File: src/rtl/planta_envase_if.sv
// Sensor/actuator bus between the bottling controller (master) and the plant emulator (slave).
// The estado/pos/nivel/selada/estoque fields expose the plant's internal state for observation.
interface planta_envase_if #(
    parameter int POS_W = 4,
    parameter int LVL_W = 3,
    parameter int STK_W = 4
);
    logic             tick;
    logic             MOTOR;
    logic             EV;
    logic             VE;
    logic             ALARME;
    logic             repor;
    logic             PG;
    logic             CH;
    logic             RO;
    logic             CQ;
    logic             EB;
    logic             IR;
    logic             erro;
    logic [1:0]       estado;
    logic [POS_W-1:0] pos;
    logic [LVL_W-1:0] nivel;
    logic             selada;
    logic [STK_W-1:0] estoque;

    modport master (
        output tick, MOTOR, EV, VE, ALARME, repor,
        input  PG, CH, RO, CQ, EB, IR, erro,
        input  estado, pos, nivel, selada, estoque
    );

    modport slave (
        input  tick, MOTOR, EV, VE, ALARME, repor,
        output PG, CH, RO, CQ, EB, IR, erro,
        output estado, pos, nivel, selada, estoque
    );
endinterface

File: src/rtl/planta_envase.sv
// Bottling plant emulator: models one bottle at a time moving along a belt, being filled,
// corked and checked, and drives the plant sensors back to the controller.
module planta_envase #(
    parameter int POS_W      = 4,
    parameter int FILL_POS   = 4,
    parameter int CORK_POS   = 8,
    parameter int QC_POS     = 12,
    parameter int EXIT_POS   = 15,
    parameter int FILL_TICKS = 5,
    parameter int LOAD_TICKS = 3,
    parameter int STOCK      = 12
) (
    input logic              clock,
    input logic              reset,
    planta_envase_if.slave   bus
);
    localparam int LVL_W = $clog2(FILL_TICKS + 1);
    localparam int STK_W = $clog2(STOCK + 1);
    localparam int CNT_W = $clog2(LOAD_TICKS + 1);

    localparam logic [1:0] VAZIO   = 2'd0;
    localparam logic [1:0] CARGA   = 2'd1;
    localparam logic [1:0] ESTEIRA = 2'd2;
    localparam logic [1:0] SAIDA   = 2'd3;

    logic [1:0]       estado_q, estado_d;
    logic [POS_W-1:0] pos_q, pos_d;
    logic [LVL_W-1:0] nivel_q, nivel_d;
    logic [CNT_W-1:0] cnt_q, cnt_d;
    logic [STK_W-1:0] estoque_q, estoque_d;
    logic             selada_q, selada_d;
    logic             erro_q, erro_d;
    logic             ve_q;

    logic adv, ve_edge, carga_fim;
    logic pg, ch, ro;

    assign adv     = bus.tick && !bus.ALARME;
    assign ve_edge = bus.VE && !ve_q;

    assign pg = (estado_q == ESTEIRA) && (pos_q == POS_W'(FILL_POS));
    assign ro = (estado_q == ESTEIRA) && (pos_q == POS_W'(CORK_POS));
    assign ch = (estado_q == ESTEIRA) && (nivel_q == LVL_W'(FILL_TICKS));

    always_comb begin
        estado_d  = estado_q;
        pos_d     = pos_q;
        nivel_d   = nivel_q;
        cnt_d     = cnt_q;
        estoque_d = estoque_q;
        selada_d  = selada_q;
        erro_d    = erro_q;
        carga_fim = 1'b0;

        case (estado_q)
            VAZIO: begin
                if (adv && (estoque_q != '0)) begin
                    estado_d = CARGA;
                    cnt_d    = '0;
                end
            end
            CARGA: begin
                // Entering CARGA already counts as the first load tick.
                if (adv) begin
                    if (cnt_q == CNT_W'(LOAD_TICKS - 2)) begin
                        estado_d  = ESTEIRA;
                        pos_d     = '0;
                        nivel_d   = '0;
                        selada_d  = 1'b0;
                        carga_fim = 1'b1;
                    end else begin
                        cnt_d = cnt_q + CNT_W'(1);
                    end
                end
            end
            ESTEIRA: begin
                if (adv) begin
                    if (bus.MOTOR) begin
                        if (pos_q == POS_W'(EXIT_POS)) estado_d = SAIDA;
                        else                           pos_d    = pos_q + POS_W'(1);
                    end else if (bus.EV) begin
                        if (!pg)                                erro_d  = 1'b1;
                        else if (nivel_q < LVL_W'(FILL_TICKS)) nivel_d = nivel_q + LVL_W'(1);
                    end
                end
            end
            SAIDA: begin
                estado_d = VAZIO;
            end
            default: begin
                estado_d = VAZIO;
            end
        endcase

        // A cork is only legal on a full, unsealed bottle at the sealing station.
        if (ve_edge && !bus.ALARME) begin
            if (ro && ch && !selada_q) selada_d = 1'b1;
            else                       erro_d   = 1'b1;
        end

        if (carga_fim) estoque_d = estoque_q - STK_W'(1);
        if (bus.repor) estoque_d = carga_fim ? STK_W'(STOCK - 1) : STK_W'(STOCK);
    end

    always_ff @(posedge clock or posedge reset) begin
        if (reset) begin
            estado_q  <= VAZIO;
            pos_q     <= '0;
            nivel_q   <= '0;
            cnt_q     <= '0;
            estoque_q <= STK_W'(STOCK);
            selada_q  <= 1'b0;
            erro_q    <= 1'b0;
            ve_q      <= 1'b0;
        end else begin
            estado_q  <= estado_d;
            pos_q     <= pos_d;
            nivel_q   <= nivel_d;
            cnt_q     <= cnt_d;
            estoque_q <= estoque_d;
            selada_q  <= selada_d;
            erro_q    <= erro_d;
            ve_q      <= bus.VE;
        end
    end

    assign bus.PG      = pg;
    assign bus.RO      = ro;
    assign bus.CH      = ch;
    assign bus.CQ      = (estado_q == ESTEIRA) && (pos_q == POS_W'(QC_POS)) && ch && selada_q;
    assign bus.EB      = (estoque_q == '0);
    assign bus.IR      = (estado_q == SAIDA);
    assign bus.erro    = erro_q;
    assign bus.estado  = estado_q;
    assign bus.pos     = pos_q;
    assign bus.nivel   = nivel_q;
    assign bus.selada  = selada_q;
    assign bus.estoque = estoque_q;
endmodule

File: src/flat_wrapper.sv
// flat-port wrapper written by rule: the top's interface ports become plain ports
module planta_envase_flat 
#(
    parameter int POS_W      = 4,
    parameter int FILL_POS   = 4,
    parameter int CORK_POS   = 8,
    parameter int QC_POS     = 12,
    parameter int EXIT_POS   = 15,
    parameter int FILL_TICKS = 5,
    parameter int LOAD_TICKS = 3,
    parameter int STOCK      = 12
)
  (clock, reset, bus_tick, bus_MOTOR, bus_EV, bus_VE, bus_ALARME, bus_repor, bus_PG, bus_CH, bus_RO, bus_CQ, bus_EB, bus_IR, bus_erro, bus_estado, bus_pos, bus_nivel, bus_selada, bus_estoque);
  planta_envase_if #(.POS_W(POS_W)) bus_i ();
  input logic clock;
  input logic reset;
  input wire logic [$bits(bus_i.tick)-1:0] bus_tick;
  input wire logic [$bits(bus_i.MOTOR)-1:0] bus_MOTOR;
  input wire logic [$bits(bus_i.EV)-1:0] bus_EV;
  input wire logic [$bits(bus_i.VE)-1:0] bus_VE;
  input wire logic [$bits(bus_i.ALARME)-1:0] bus_ALARME;
  input wire logic [$bits(bus_i.repor)-1:0] bus_repor;
  output wire logic [$bits(bus_i.PG)-1:0] bus_PG;
  output wire logic [$bits(bus_i.CH)-1:0] bus_CH;
  output wire logic [$bits(bus_i.RO)-1:0] bus_RO;
  output wire logic [$bits(bus_i.CQ)-1:0] bus_CQ;
  output wire logic [$bits(bus_i.EB)-1:0] bus_EB;
  output wire logic [$bits(bus_i.IR)-1:0] bus_IR;
  output wire logic [$bits(bus_i.erro)-1:0] bus_erro;
  output wire logic [$bits(bus_i.estado)-1:0] bus_estado;
  output wire logic [$bits(bus_i.pos)-1:0] bus_pos;
  output wire logic [$bits(bus_i.nivel)-1:0] bus_nivel;
  output wire logic [$bits(bus_i.selada)-1:0] bus_selada;
  output wire logic [$bits(bus_i.estoque)-1:0] bus_estoque;
  assign bus_i.tick = bus_tick;
  assign bus_i.MOTOR = bus_MOTOR;
  assign bus_i.EV = bus_EV;
  assign bus_i.VE = bus_VE;
  assign bus_i.ALARME = bus_ALARME;
  assign bus_i.repor = bus_repor;
  assign bus_PG = bus_i.PG;
  assign bus_CH = bus_i.CH;
  assign bus_RO = bus_i.RO;
  assign bus_CQ = bus_i.CQ;
  assign bus_EB = bus_i.EB;
  assign bus_IR = bus_i.IR;
  assign bus_erro = bus_i.erro;
  assign bus_estado = bus_i.estado;
  assign bus_pos = bus_i.pos;
  assign bus_nivel = bus_i.nivel;
  assign bus_selada = bus_i.selada;
  assign bus_estoque = bus_i.estoque;
  planta_envase #(.POS_W(POS_W), .FILL_POS(FILL_POS), .CORK_POS(CORK_POS), .QC_POS(QC_POS), .EXIT_POS(EXIT_POS), .FILL_TICKS(FILL_TICKS), .LOAD_TICKS(LOAD_TICKS), .STOCK(STOCK)) u_core (.clock(clock), .reset(reset), .bus(bus_i));
endmodule
File: config.mk
export PLATFORM = sky130hd
export DESIGN_NAME = planta_envase_flat
export DESIGN_NICKNAME = d
export VERILOG_FILES = /design/src/rtl/planta_envase_if.sv /design/src/rtl/planta_envase.sv /design/src/flat_wrapper.sv
export SDC_FILE = /design/constraint.sdc
export NUM_CORES = 1
export LEC_CHECK = 0
export CELL_PAD_IN_SITES_DETAIL_PLACEMENT = 0
export CELL_PAD_IN_SITES_GLOBAL_PLACEMENT = 1
export CORE_ASPECT_RATIO = 1.4
export CORE_MARGIN = 3
export CORE_UTILIZATION = 36
export DETAILED_ROUTE_END_ITERATION = 8
export PLACE_DENSITY_LB_ADDON = 0.05
export SLEW_MARGIN = 20
export SYNTH_ARGS = -nofsm -noshare
export SYNTH_HDL_FRONTEND = slang
export SYNTH_SLANG_ARGS = --single-unit
export TNS_END_PERCENT = 20
File: constraint.sdc
create_clock -name clock -period 1.8 [get_ports clock]
set_input_delay 0.18 -clock clock [delete_from_list [all_inputs] [get_ports clock]]
set_output_delay 0.18 -clock clock [all_outputs]
set_load 0.03 [all_outputs]
run_1/metal_density.png
(4 px per µm) The die is cut into 11 by 14 equal tiles; dark purple is low, yellow is high, scaled to the fullest tile. Values are wire area over tile area, all layers added.
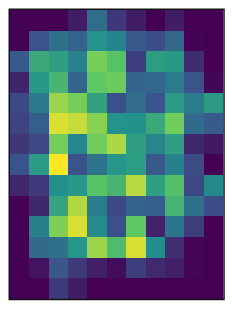
32% of the tiles are over half the peak. The mean over all tiles is 0.11. 20% of the tiles are nearly empty. The densest ninth of the die: centre. The fullest tile reaches 0.31.
GRT Total Usage: 15.1%
DR vias: 1,019
DR WL/cell: 13.7 µm
Post-Route WL: 2680 µm

run_1/placement_by_type.png
(6 px per µm)
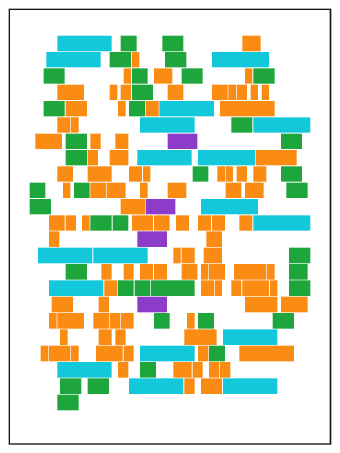
Orange marks combinational and other logic, cells 99, share of their area 45%. Cyan marks flops, cells 18, share of their area 29%. Purple marks clock drivers and dummy loads, cells 4, share of their area 3.5%. Green marks other buffers and delay cells, cells 38, share of their area 23%.

run_1/sizes.png
(4 px per µm)
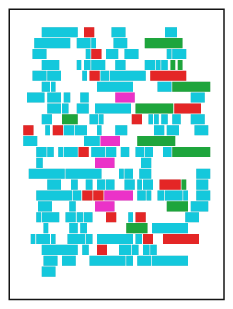
Magenta marks _6 and larger, cells 5. Cyan marks _0 and _1 cells, cells 126. Red marks _3 and _4 cells, cells 17. Green marks _2 cells, cells 11.
Syn-to-layout area delta: 44.0%
fin area: 1620 µm²
nonclk buf count: 38
worst setup margin: 87.9 ps

==> flow_metrics.py, run 1 <==
# Metrics from the implementation run
metrics = {
    "layout": {
        "regArea_um2": 457,
        "num-fill-cells": 294,
        "finalCoreUtilization_pct": 55.3,
    },
    "synth": {
        "fp_nets": 137,
        "post-synth-top-area-cell": "dfrtp_1",
        "top_area_share_pct": 35.5,
        "yosys-stat-area_um2": 1130,
        "ys.flops": 18,
        "ys_sh_simple_pct": 22.5,
        "top_logic_kind": "simple AND/OR/NAND/NOR gates",
        "ys_sh_aoi_pct": 15.2,
    },
    "timing": {
        "finalSetupViolCount": 0,
        "tightest_slew_ps": 450,
    },
    "global_routing": {
        "met2_usage_pct": 26.5,
        "grt_overflow": 0,
    },
    "route": {
        "top_layer": "met4",
        "dr_wl_met3_um": 89,
        "drtAntennaViolNets": 0,
    },
    "cts": {
        "cts_resized": 2,
        "htree_levels": 1,
    },
    "status": {
        "outcome": "finished clean",
    },
    "power_and_ir_drop": {
        "peakVddDrop_mv": 0.747,
        "p_clk_uw": 330,
        "comb_power_mw": 1.33,
        "power.share.clock_pct": 14.2,
        "cellLeakagePower_nw": 0.721,
        "swShare_pct": 42.2,
    },
    "worst_setup_path": {
        "worstSetupPathType": "reg -> out",
        "required_ps": 1620,
        "r2r_cells": 6,
        "startpoint": "u_core.bus.estoque[0]$_DFFE_PP0P_",
    },
}
==> run 1 -> run 2 <==
--- a/config.mk
+++ b/config.mk
@@ -9,7 +9,7 @@
 export CELL_PAD_IN_SITES_GLOBAL_PLACEMENT = 1
 export CORE_ASPECT_RATIO = 1.4
 export CORE_MARGIN = 3
-export CORE_UTILIZATION = 36
+export CORE_UTILIZATION = 39
 export DETAILED_ROUTE_END_ITERATION = 8
 export PLACE_DENSITY_LB_ADDON = 0.05
 export SLEW_MARGIN = 20
==> constraint.sdc (replaced) <==
create_clock -name clock -period 2.1 [get_ports clock]
set_input_delay 0.21 -clock clock [delete_from_list [all_inputs] [get_ports clock]]
set_output_delay 0.21 -clock clock [all_outputs]
set_load 0.03 [all_outputs]
run_2/metal_density.png
(6 px per µm) The die is cut into 10 by 14 equal tiles; dark purple is low, yellow is high, scaled to the fullest tile. Values are wire area over tile area, all layers added.
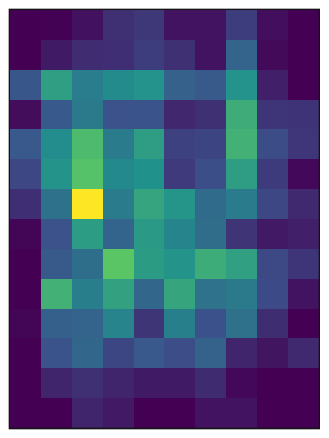
17% of the tiles are over half the peak. The densest ninth of the die: centre. The mean over all tiles is 0.12. The fullest tile reaches 0.46.

==> run 2 against run 1 <==
Routed wire length shrank 0.52%. Power decreased by 23%. Register-to-register slack improved by 100 ps. Synthesized cell count is the same. Worst hold slack better by 99 ps. Largest cell class unchanged. First-iteration DRC count rose by 57%. Critical path type unchanged.
==> flow_metrics.py, run 2 <==
# Metrics from the implementation run
metrics = {
    "status": {
        "outcome": "finished clean",
    },
    "global_routing": {
        "met2_usage_pct": 28.9,
        "grt_overflow": 0,
        "grt_use_total_pct": 16.2,
    },
    "power_and_ir_drop": {
        "comb_power_mw": 1.01,
        "cellLeakagePower_nw": 0.690,
        "power.share.clock_pct": 12.0,
        "p_clk_uw": 215,
    },
    "cts": {
        "cts_resized": 4,
        "htree_levels": 1,
    },
    "route": {
        "top_layer": "met4",
        "dr_wl_met3_um": 108,
        "wirelength_um": 2670,
        "vias": 1006,
    },
    "synth": {
        "top_area_share_pct": 35.5,
        "post-synth-top-area-cell": "dfrtp_1",
        "top_logic_kind": "simple AND/OR/NAND/NOR gates",
        "ys.flops": 18,
        "fp_nets": 137,
    },
    "worst_setup_path": {
        "worstSetupPathType": "reg -> out",
        "cp.depth": 4,
        "startpoint": "u_core.bus.estado[0]$_DFFE_PP0P_",
        "r2r_cells": 7,
        "required_ps": 1890,
    },
    "timing": {
        "tightest_slew_ps": 716,
        "timing.final.ws_setup_ps": 135,
        "finalSetupViolCount": 0,
    },
    "layout": {
        "logic_gates": 85,
        "num-fill-cells": 283,
        "regArea_um2": 453,
        "finalCoreUtilization_pct": 55.9,
    },
}
==> run 2 -> run 3 <==
--- a/config.mk
+++ b/config.mk
@@ -12,7 +12,7 @@
 export CORE_UTILIZATION = 39
 export DETAILED_ROUTE_END_ITERATION = 8
 export PLACE_DENSITY_LB_ADDON = 0.05
-export SLEW_MARGIN = 20
+export SLEW_MARGIN = 10
 export SYNTH_ARGS = -nofsm -noshare
 export SYNTH_HDL_FRONTEND = slang
 export SYNTH_SLANG_ARGS = --single-unit
run_3/metal_density.png
(6 px per µm) The die is cut into 10 by 14 equal tiles; dark purple is low, yellow is high, scaled to the fullest tile. Values are wire area over tile area, all layers added.
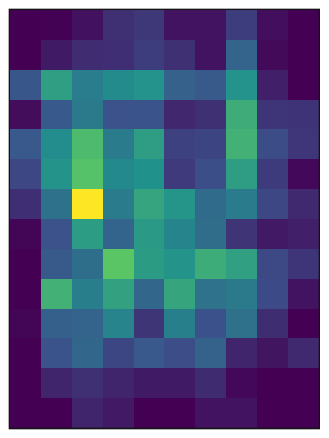
The densest ninth of the die: centre. The mean over all tiles is 0.12. 17% of the tiles are over half the peak. 15% of the tiles are nearly empty.

==> run 3 against run 2 <==
Non-clock buffer count did not move. Die size unchanged. Power unchanged. Critical path type unchanged. Critical endpoint unchanged. Count of clock-buffer cells in the layout did not move. Largest cell class unchanged. Synthesized area did not move. Clock skew unchanged. Cell area unchanged. Highest routed layer unchanged.
==> flow_metrics.py, run 3 <==
# Metrics from the implementation run
metrics = {
    "status": {
        "outcome": "finished clean",
    },
    "power_and_ir_drop": {
        "power.share.clock_pct": 12.0,
        "p_clk_uw": 215,
        "comb_power_mw": 1.01,
        "swShare_pct": 44.7,
    },
    "layout": {
        "logic_gates": 85,
        "regArea_um2": 453,
        "num-fill-cells": 283,
        "finalCoreUtilization_pct": 55.9,
        "finalInstanceArea_um2": 1510,
    },
    "route": {
        "drtAntennaViolNets": 0,
        "dr_wl_met3_um": 108,
        "vias": 1006,
        "top_layer": "met4",
        "wirelength_um": 2670,
    },
    "worst_setup_path": {
        "required_ps": 1890,
        "startpoint": "u_core.bus.estado[0]$_DFFE_PP0P_",
        "r2r_cells": 7,
        "worstSetupPathType": "reg -> out",
    },
    "synth": {
        "post-synth-top-area-cell": "dfrtp_1",
        "ys_sh_simple_pct": 22.5,
        "top_logic_kind": "simple AND/OR/NAND/NOR gates",
        "fp_nets": 137,
        "yosys-stat-area_um2": 1130,
        "top_area_share_pct": 35.5,
    },
    "timing": {
        "tightest_slew_ps": 716,
        "finalSetupViolCount": 0,
        "timing.final.ws_setup_ps": 135,
    },
    "global_routing": {
        "met2_usage_pct": 28.9,
    },
    "cts": {
        "htree_levels": 1,
    },
}

==> notes/layouts.md <==
Pictures saved along the way, in no particular order.

Clock nets.
Plate I
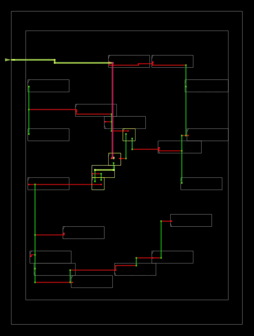
Plate II
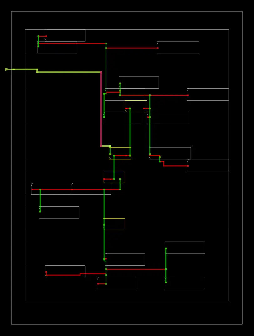
Plate II comes from run 1.
Plate I comes from run 3.

Power figures rest on the tool's default switching activity, not on a simulated workload.
